**config.mk**
```make
export PLATFORM = sky130hd
export DESIGN_NAME = width_downsizer
export DESIGN_NICKNAME = d
export VERILOG_FILES = /design/src/rtl/i3c_pkg.sv /design/src/rtl/width_downsizer.sv
export SDC_FILE = /design/constraint.sdc
export NUM_CORES = 1
export LEC_CHECK = 0
export ABC_CLOCK_PERIOD_IN_PS = 2500
export CAP_MARGIN = 20
export CELL_PAD_IN_SITES_DETAIL_PLACEMENT = 0
export CELL_PAD_IN_SITES_GLOBAL_PLACEMENT = 1
export CORE_MARGIN = 5
export CORE_UTILIZATION = 38
export CTS_CLUSTER_DIAMETER = 50
export DETAILED_ROUTE_END_ITERATION = 6
export PLACE_DENSITY_LB_ADDON = 0.08
export SLEW_MARGIN = 0
export SYNTH_ARGS = -nofsm -noshare
export SYNTH_HDL_FRONTEND = slang
export SYNTH_SLANG_ARGS = --single-unit
```
**constraint.sdc**
```tcl
create_clock -name clk_i -period 2.5 [get_ports clk_i]
set_clock_uncertainty 0.2 [all_clocks]
set_input_delay 0.625 -clock clk_i [delete_from_list [all_inputs] [get_ports clk_i]]
set_output_delay 0.625 -clock clk_i [all_outputs]
set_load 0.01 [all_outputs]
```
**src/rtl/i3c_pkg.sv**
```systemverilog
// Shared I3C package: helpers used by the TTI-to-transmit-path datapath blocks.
package i3c_pkg;

  // Number of output beats needed to carry nbytes bytes when each beat holds out_bytes bytes.
  function automatic int unsigned wd_beat_count(input int unsigned nbytes,
                                                input int unsigned out_bytes);
    return (nbytes + out_bytes - 1) / out_bytes;
  endfunction

endpackage

```
**src/rtl/width_downsizer.sv**
```systemverilog
// InWidth-to-OutWidth stream downsizer with packet framing and flush.
// Beat order selectable with WIDTH_DOWNSIZER_MSB_FIRST_EN (default: least-significant beat first).
module width_downsizer
  import i3c_pkg::*;
#(
  parameter int unsigned InWidth  = 32,
  parameter int unsigned OutWidth = 8
) (
  input  logic                            clk_i,
  input  logic                            rst_ni,
  input  logic                            sink_valid_i,
  output logic                            sink_ready_o,
  input  logic [InWidth-1:0]              sink_data_i,
  input  logic                            sink_last_i,
  input  logic [$clog2(InWidth/8)-1:0]    sink_nbytes_i,
  output logic                            source_valid_o,
  input  logic                            source_ready_i,
  output logic [OutWidth-1:0]             source_data_o,
  output logic                            source_last_o,
  input  logic                            source_flush_i
);

  localparam int unsigned InBytes  = InWidth / 8;
  localparam int unsigned OutBytes = OutWidth / 8;
  localparam int unsigned Ratio    = InWidth / OutWidth;
  localparam int unsigned CntW     = $clog2(Ratio) + 1;

  if (InWidth % OutWidth != 0) begin : g_chk_ratio
    $error("width_downsizer: InWidth must be a multiple of OutWidth");
  end
  if (OutWidth % 8 != 0) begin : g_chk_bytes
    $error("width_downsizer: OutWidth must be a multiple of 8");
  end
  if (InWidth <= OutWidth) begin : g_chk_down
    $error("width_downsizer: InWidth must exceed OutWidth");
  end

  // Keeps the nb bytes that are transmitted first; everything else is zeroed.
  function automatic logic [InWidth-1:0] byte_mask(input int unsigned nb);
    logic [InWidth-1:0] m;
    m = '0;
    for (int unsigned i = 0; i < InBytes; i++) begin
`ifdef WIDTH_DOWNSIZER_MSB_FIRST_EN
      if (i + nb >= InBytes) m[i*8 +: 8] = 8'hFF;
`else
      if (i < nb) m[i*8 +: 8] = 8'hFF;
`endif
    end
    return m;
  endfunction

  logic [CntW-1:0]    bcnt_q, bcnt_d;
  logic [InWidth-1:0] shreg_q, shreg_d;
  logic               last_q, last_d;

  int unsigned        nb_eff;
  logic [CntW-1:0]    load_beats;
  logic               load, accept;

  always_comb begin
    nb_eff = InBytes;
    if (sink_last_i && (sink_nbytes_i != '0)) nb_eff = 32'(sink_nbytes_i);
    load_beats = CntW'(wd_beat_count(nb_eff, OutBytes));
  end

  // Ready may follow source_ready_i in the same cycle so the next word loads with no bubble.
  assign sink_ready_o   = ~source_flush_i &
                          ((bcnt_q == '0) | ((bcnt_q == CntW'(1)) & source_ready_i));
  assign source_valid_o = (bcnt_q != '0);
  assign source_last_o  = last_q & (bcnt_q == CntW'(1));
  assign load           = sink_valid_i & sink_ready_o;
  assign accept         = source_valid_o & source_ready_i;

`ifdef WIDTH_DOWNSIZER_MSB_FIRST_EN
  assign source_data_o = shreg_q[InWidth-1 -: OutWidth];
`else
  assign source_data_o = shreg_q[OutWidth-1:0];
`endif

  always_comb begin
    bcnt_d  = bcnt_q;
    shreg_d = shreg_q;
    last_d  = last_q;
    if (source_flush_i) begin
      bcnt_d  = '0;
      shreg_d = '0;
      last_d  = 1'b0;
    end else if (load) begin
      bcnt_d  = load_beats;
      shreg_d = sink_data_i & byte_mask(nb_eff);
      last_d  = sink_last_i;
    end else if (accept) begin
      bcnt_d  = bcnt_q - CntW'(1);
`ifdef WIDTH_DOWNSIZER_MSB_FIRST_EN
      shreg_d = shreg_q << OutWidth;
`else
      shreg_d = shreg_q >> OutWidth;
`endif
    end
  end

  always_ff @(posedge clk_i or negedge rst_ni) begin
    if (!rst_ni) begin
      bcnt_q  <= '0;
      shreg_q <= '0;
      last_q  <= 1'b0;
    end else begin
      bcnt_q  <= bcnt_d;
      shreg_q <= shreg_d;
      last_q  <= last_d;
    end
  end

endmodule

```
Figure 1. Routed clock nets over the placement.
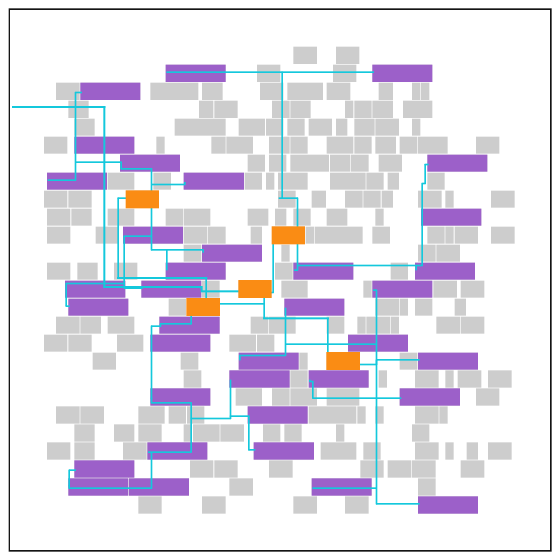
- orange: cells driving clock nets (count 5)
- purple: flip-flops (count 36)
- cyan: clock wires (length 512 um)
- routed clock nets: 6

Figure 2. Placed cells, one colour a class.
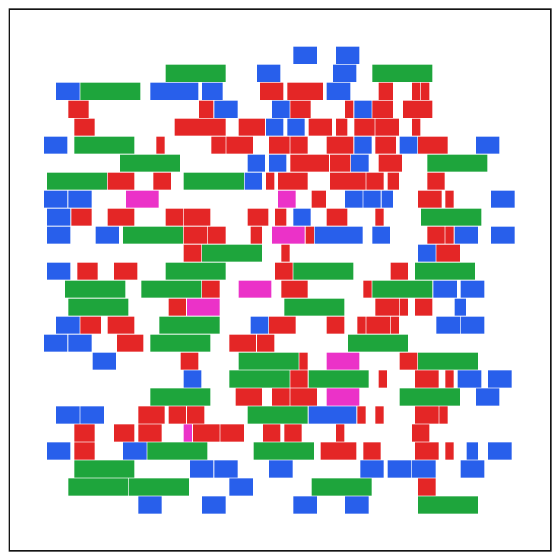
- magenta: clock drivers and dummy loads (cells 8)
- blue: other buffers and delay cells (cells 70)
- red: all other logic (cells 111)
- green: flip-flops (cells 36)
num rows: 26
Layout Cell Area excl Fill: 2660 sq um
flip-flop and latch share of the layout cell area: 33.9%

==> reports/qor.rpt <==
RUN STATUS
--------------------------------------------------------------------------------
Result of the run                                                   finished, final reports clean

CELLS AND AREA
--------------------------------------------------------------------------------
Non-CTS inverters                                                              4
Final Net Count                                                              267
Buffering overhead                                                         25.3%
Most frequent logic cell in the layout                              sky130_fd_sc_hd__clkdlybuf4s50_1
Largest contributor to cell area by class                           sequential cells
Non-clk bufs                                                                  70

PLACEMENT
--------------------------------------------------------------------------------
Number of placed instances with taps included                                287
Final HPWL DP                                                            3730 um

FINAL TIMING
--------------------------------------------------------------------------------
Number of hold violations in the final report                                  0
Sum of negative setup slack                                                 0 ps
Min cycle time layout                                                    2370 ps
Achievable frequency                                                   0.422 GHz

CLOCKING
--------------------------------------------------------------------------------
Buffer type at the clock tree root                                  sky130_fd_sc_hd__clkbuf_8
Clock latency at the later pin of the worst-skew pair                     280 ps
Clk buf depth                                                                  2
CTS tree                                                                     yes

FLOORPLANNING
--------------------------------------------------------------------------------
TAP cells                                                                     70
Total Die Area                                                        6670 sq um
Initial standard-cell utilization of the core                              38.7%
Floorplan core area                                                   5040 sq um

ROUTING
--------------------------------------------------------------------------------
Via count normalized by instance count                                      5.47
Detail Route met2 WL                                                     2390 um
Highest layer used for signal routing                                       met4
Antenna-violating nets left                                                    0
DRT Wirelength                                                           5040 um

GRT
--------------------------------------------------------------------------------
Via count of the first global-routing pass                                  1639
Number of antenna violations at the first check in global routing              0
Overall track demand over capacity in global routing                       16.2%

SYNTH
--------------------------------------------------------------------------------
Area figure in the yosys stat output                                  1950 sq um
Synth async-reset ratio                                                     100%
Count of cell types in the netlist                                            39
Count of library flops with an enable pin                                      0
Post-Syn Instances                                                           169
Total of warnings raised by yosys                                              0
Nets in the synthesized netlist                                              212
Dominant synthesized flop cell                                      sky130_fd_sc_hd__dfrtp_1

WORST SETUP PATH
--------------------------------------------------------------------------------
Depth of the most critical reg-to-reg path                                     7
Cell-by-cell listing of the critical path                           clkdlybuf4s50_1 > nand3b_1 > a21oi_2 > buf_2
Critical path startpoint category                                   primary input
Largest driver fanout on the critical path                                     2
Crit path DRT                                                            1670 ps
Worst R2R Start                                                        bcnt_q[0]

PWR
--------------------------------------------------------------------------------
PwrDens                                                              809 nW/um^2
Total net switching power                                             0.000737 W
Reported clock group power                                            0.000433 W
Reported combinational group power                                    0.000958 W
Overall power after layout                                             0.00215 W

RUN
--------------------------------------------------------------------------------
Count of maximum capacitance violations                                        0

WORST HOLD PATH
--------------------------------------------------------------------------------
Path class of the lowest-slack min-delay path                        in -> async

## kinds of logic (layout without fill, tap and decap cells)
kind of cell    Yosys count  after routing  share of synthesized area (%)
xor+xnor                  1              1                          0.449
simple gates             45             45                           13.5
mux                       3              3                           1.86
fa+ha+maj                 3              3                           1.92
flops                    36             36                           46.2
buf+inv                  26             82                           8.34
compound gates           55             55                           27.8
## worst min path at each step
stage                            from  slack [ps]  depth (start not counted)          end
final                          rst_ni         230                          1   shreg_q[7]
after global routing           rst_ni         300                          1   shreg_q[3]
after CTS                      rst_ni         260                          1   shreg_q[7]
after detailed placement  shreg_q[25]         280                          1  shreg_q[25]
after global placement    shreg_q[25]         280                          1  shreg_q[25]
after floorplan                rst_ni         130                          0    bcnt_q[0]
## cell usage after synthesis (2+ instances only)
master / instances
sky130_fd_sc_hd__a2111oi_1: 7
sky130_fd_sc_hd__buf_4: 12
sky130_fd_sc_hd__nor2b_1: 2
sky130_fd_sc_hd__clkbuf_1: 4
sky130_fd_sc_hd__a21oi_1: 2
sky130_fd_sc_hd__nor2_1: 18
sky130_fd_sc_hd__ha_1: 3
sky130_fd_sc_hd__o2111ai_1: 2
sky130_fd_sc_hd__dfrtp_1: 36
sky130_fd_sc_hd__a221o_1: 5
sky130_fd_sc_hd__a211oi_1: 9
sky130_fd_sc_hd__inv_1: 4
sky130_fd_sc_hd__nor3_1: 2
sky130_fd_sc_hd__buf_6: 2
sky130_fd_sc_hd__a221o_2: 12
sky130_fd_sc_hd__nor3b_1: 16
sky130_fd_sc_hd__buf_2: 4
sky130_fd_sc_hd__a22o_1: 8
## timing repair
item	4_1_cts	5_1_grt
resized	5	4
cloned	0	0
endpoints found under the setup margin	3	2
## state kept, by name, summed over array words and instances, names as in the netlist
register / cells
bcnt_q: 3
shreg_q: 32
last_q: 1
Power is estimated from default activity; no workload was simulated.
